Fig. 1: placement density heat map
Scale bar: 20 um. The die is cut into 9 by 9 equal tiles; white is low, dark blue is high, 0 to 100% covered.
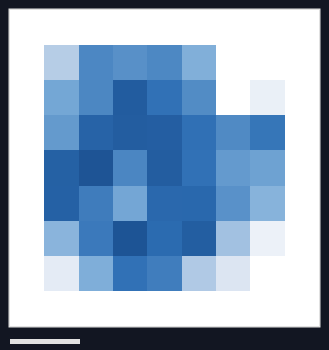
Fig. 2: PDN straps and rails
Scale bar: 20 um. Pins as bars on the die edge. Tap cells in gray.
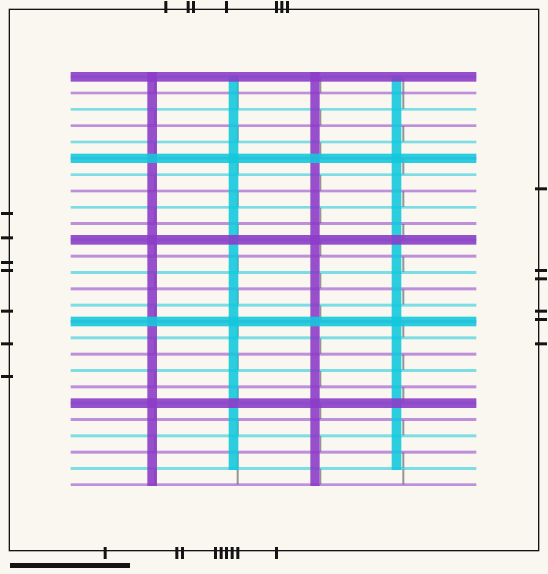
Fig. 3: wires at chosen ports, followed through buffers
Scale bar: 20 um.
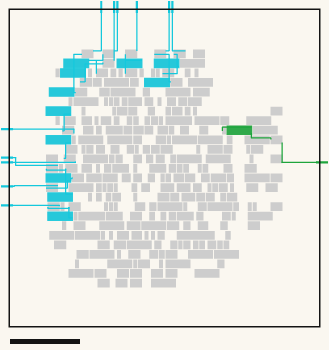
Fig. 4: cell placement
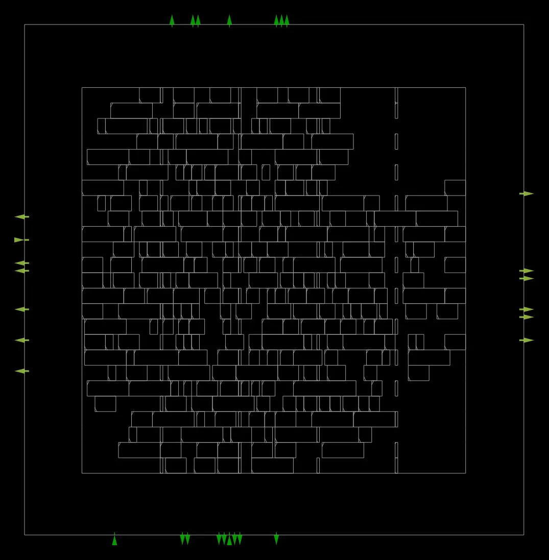
Fig. 5: logic cells by family
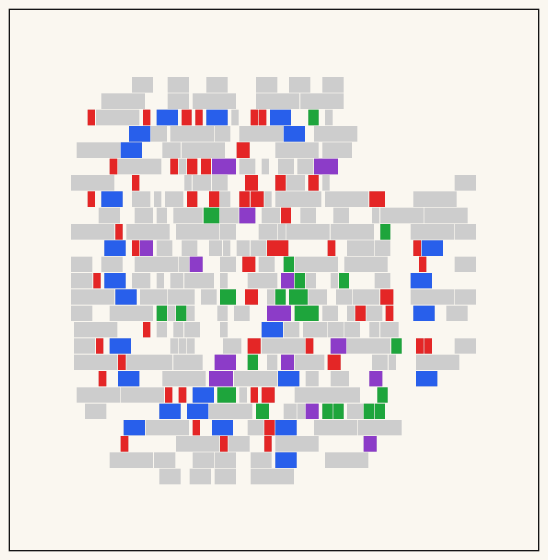
[src/rtl/video_timing_pkg.sv]
// video_timing_pkg: SVGA 800x600@60 timing constants, counter type and window helper.
package video_timing_pkg;
    localparam int CNT_W = 11;
    typedef logic [CNT_W-1:0] cnt_t;
    typedef struct packed {
        logic de;
        logic hs;
        logic vs;
        logic sof;
    } flags_t;
    localparam int SVGA_H_ACTIVE = 800;
    localparam int SVGA_H_FP = 40;
    localparam int SVGA_H_SYNC = 128;
    localparam int SVGA_H_BP = 88;
    localparam int SVGA_V_ACTIVE = 600;
    localparam int SVGA_V_FP = 1;
    localparam int SVGA_V_SYNC = 4;
    localparam int SVGA_V_BP = 23;
    localparam logic HS_POL_DEF = 1'b1;
    localparam logic VS_POL_DEF = 1'b1;
    function automatic logic in_window(input cnt_t c, input int lo, input int hi);
        return c >= cnt_t'(lo) && c < cnt_t'(hi);
    endfunction
endpackage

[src/rtl/video_timing_generator_wrap_counter.sv]
// wrap_counter: enabled up-counter wrapping at TOTAL-1, with a same-cycle wrap pulse.
module wrap_counter
    import video_timing_pkg::*;
#(
    parameter int TOTAL = 16
) (
    input  logic clk_i,
    input  logic rst_i,
    input  logic en_i,
    output cnt_t cnt_o,
    output logic wrap_o
);
    cnt_t cnt_q, cnt_d;
    assign wrap_o = en_i && cnt_q == cnt_t'(TOTAL - 1);
    assign cnt_o = cnt_q;
    always_comb cnt_d = !en_i ? cnt_q : wrap_o ? '0 : cnt_q + cnt_t'(1);
    always_ff @(posedge clk_i) cnt_q <= rst_i ? '0 : cnt_d;
endmodule

[src/rtl/video_timing_generator.sv]
// video_timing_generator: raster counters with registered de/hs/vs/sof/x/y decodes.
module video_timing_generator
    import video_timing_pkg::*;
#(
    parameter int   H_ACTIVE = SVGA_H_ACTIVE,
    parameter int   H_FP     = SVGA_H_FP,
    parameter int   H_SYNC   = SVGA_H_SYNC,
    parameter int   H_BP     = SVGA_H_BP,
    parameter int   V_ACTIVE = SVGA_V_ACTIVE,
    parameter int   V_FP     = SVGA_V_FP,
    parameter int   V_SYNC   = SVGA_V_SYNC,
    parameter int   V_BP     = SVGA_V_BP,
    parameter logic HS_POL   = HS_POL_DEF,
    parameter logic VS_POL   = VS_POL_DEF
) (
    input  logic        i_clk,
    input  logic        i_rst,
    input  logic        i_en,
    output logic        o_de,
    output logic        o_hs,
    output logic        o_vs,
    output logic [10:0] o_x,
    output logic [10:0] o_y,
    output logic        o_sof
);
    localparam int H_TOTAL = H_ACTIVE + H_FP + H_SYNC + H_BP;
    localparam int V_TOTAL = V_ACTIVE + V_FP + V_SYNC + V_BP;
    cnt_t h_cnt, v_cnt, x_q, y_q;
    logic h_wrap, v_wrap, origin_q;
    flags_t flags_d, flags_q;
    wrap_counter #(.TOTAL(H_TOTAL)) u_h (
        .clk_i(i_clk), .rst_i(i_rst), .en_i(i_en), .cnt_o(h_cnt), .wrap_o(h_wrap)
    );
    wrap_counter #(.TOTAL(V_TOTAL)) u_v (
        .clk_i(i_clk), .rst_i(i_rst), .en_i(h_wrap), .cnt_o(v_cnt), .wrap_o(v_wrap)
    );
    // origin_q marks that the counters sit at (0,0): set by reset and by the frame wrap.
    always_comb begin
        flags_d.de  = in_window(h_cnt, 0, H_ACTIVE) && in_window(v_cnt, 0, V_ACTIVE);
        flags_d.hs  = in_window(h_cnt, H_ACTIVE + H_FP, H_ACTIVE + H_FP + H_SYNC) ? HS_POL : ~HS_POL;
        flags_d.vs  = in_window(v_cnt, V_ACTIVE + V_FP, V_ACTIVE + V_FP + V_SYNC) ? VS_POL : ~VS_POL;
        flags_d.sof = origin_q;
    end
    always_ff @(posedge i_clk) begin
        if (i_rst) begin
            flags_q  <= '{de: 1'b0, hs: ~HS_POL, vs: ~VS_POL, sof: 1'b0};
            x_q      <= '0;
            y_q      <= '0;
            origin_q <= 1'b1;
        end else if (i_en) begin
            flags_q  <= flags_d;
            x_q      <= h_cnt;
            y_q      <= v_cnt;
            origin_q <= v_wrap;
        end else begin
            flags_q.sof <= 1'b0;
        end
    end
    assign o_de  = flags_q.de;
    assign o_hs  = flags_q.hs;
    assign o_vs  = flags_q.vs;
    assign o_sof = flags_q.sof;
    assign o_x   = x_q;
    assign o_y   = y_q;
endmodule

[config.mk]
export PLATFORM = sky130hd
export DESIGN_NAME = video_timing_generator
export DESIGN_NICKNAME = d
export VERILOG_FILES = /design/src/rtl/video_timing_pkg.sv /design/src/rtl/video_timing_generator_wrap_counter.sv /design/src/rtl/video_timing_generator.sv
export SDC_FILE = /design/constraint.sdc
export NUM_CORES = 1
export LEC_CHECK = 0
export ABC_CLOCK_PERIOD_IN_PS = 2200
export CAP_MARGIN = 5
export CORE_AREA = 10 10 78 80
export CTS_CLUSTER_DIAMETER = 50
export DETAILED_ROUTE_END_ITERATION = 16
export DIE_AREA = 0 0 88 90
export PLACE_DENSITY = 0.73
export RECOVER_POWER = 100
export SLEW_MARGIN = 20
export SYNTH_ARGS = -nofsm -noshare
export SYNTH_HDL_FRONTEND = slang
export SYNTH_SLANG_ARGS = --single-unit
[constraint.sdc]
create_clock -name i_clk -period 2.2 [get_ports i_clk]
set_clock_uncertainty 0.2 [all_clocks]
set_input_delay 0.33 -clock i_clk [delete_from_list [all_inputs] [get_ports i_clk]]
set_output_delay 0.33 -clock i_clk [all_outputs]
set_load 0.05 [all_outputs]
==> impl_metrics.yaml <==
# yosys + openroad results
status:
  status: "finished, violations left"
  failed_checks: "setup timing"
grt:
  first_global_vias: 1734
  grt_busiest_layer: "met2"
  grt_pass1_wl_um: 8480
  globalRouteMet1Util_pct: 16.8
min_path:
  min_delay_path_depth: 1
finish:
  comb.multi_input.count: 160
  ff_latch_area_um2: 983
  post-route-cell-area_um2: 2740
  antennaDiodeCount: 0
  clockBufferCount: 7
  non_clock_inverter_count: 7
  area.combinational_um2: 1060
clock_network:
  post-cts-setup-buffers: 0
  tritoncts_clock_tree: "yes"
  numClockSinks: 49
  htree_levels: 2
critical_path:
  critPathBufInv: 0
  setup.worst_path.start_class: "flip-flop"
  cp_data_required_time_ns: 2.24
  worst_reg_to_reg_setup_slack_ns: -0.004
  timing.rr.end: "u_v.cnt_o[10]$_SDFFE_PP0N_"
  worstPathCellList: "or3b_4 -> or4_4 -> or4_4 -> a21oi_2"
  setup.worst_path.start: "u_h.cnt_o[8]$_SDFFE_PP0P_"
yosys:
  synthTopCellsByCount: "49 x sky130_fd_sc_hd__dfxtp_1, 30 x sky130_fd_sc_hd__nor2_1, 25 x sky130_fd_sc_hd__mux2i_1, 13 x sky130_fd_sc_hd__nand2_1, 11 x sky130_fd_sc_hd__nor3_1"
  and_or_nand_nor_cells_area_fraction_pct: 23.5
  netlist_area_um2: 2140
  yosysTopAreaCell: "sky130_fd_sc_hd__dfxtp_1"
  yosysUniqueCellTypes: 44
  enable_flop_cells: 0
  synth_async_sr_flop_share_pct: 0
power_and_ir_drop:
  leakage_nw: 1.04
  pwr-share-clk_pct: 40.4
  fin_total_pwr_mw: 1.66
die:
  core_area_um2: 4600
  die_w_um: 88
  die_h_um: 90
drt:
  drt-initial-drc-count: 116
  detail_route.drc_violations: 0
timing:
  setup_viol: 1
  worst_slack_ns: -0.00355
  final_total_negative_setup_slack_ns: -0.00355
  period_used_pct: 100
  fin_worst_hold_slack_ns: 0.258
place:
  place_inst: 327
  placement.setup.worst_slack_ns: -0.139
  dp_hpwl_um: 3620
job:
  warnings: 31
  drv.max_cap_violation_count: 0
About Fig. 1:
The mean over all tiles is 34%. The densest ninth of the die: middle. The emptiest ninth of the die: top right. The fullest tile reaches 86%.

About Fig. 2:
Purple stands for VSS. Cyan stands for VDD.
The core has 25 rows. 29 signal pins sit on the boundary. 54 tap cells.

About Fig. 3:
Green stands for o_vs, bits 1, direction output, edge right, end cells 1, buffers 1, wire 32.2 um. Cyan stands for o_x, bits 11, direction output, edge 6 top, 5 left, end cells 11, buffers 11, wire 277 um.
top-level I/O count: 29
number of buffer cells added on primary ports: 28

About Fig. 4:
number of well taps: 54
flip-flop and latch share of the layout cell area: 35.9%
number of cell rows: 25
final cell count without fillers: 336
number of filler instances in the final layout: 409

About Fig. 5:
Red stands for NOR gates, cells 52, most used nor2_1. Purple stands for AND and OR gates, cells 14, most used or3_1. Green stands for inverting AOI/OAI gates, cells 21, most used a21oi_1, where middle. Blue stands for multiplexers, cells 25, most used mux2i_1.

Power figures rest on the tool's default switching activity, not on a simulated workload.
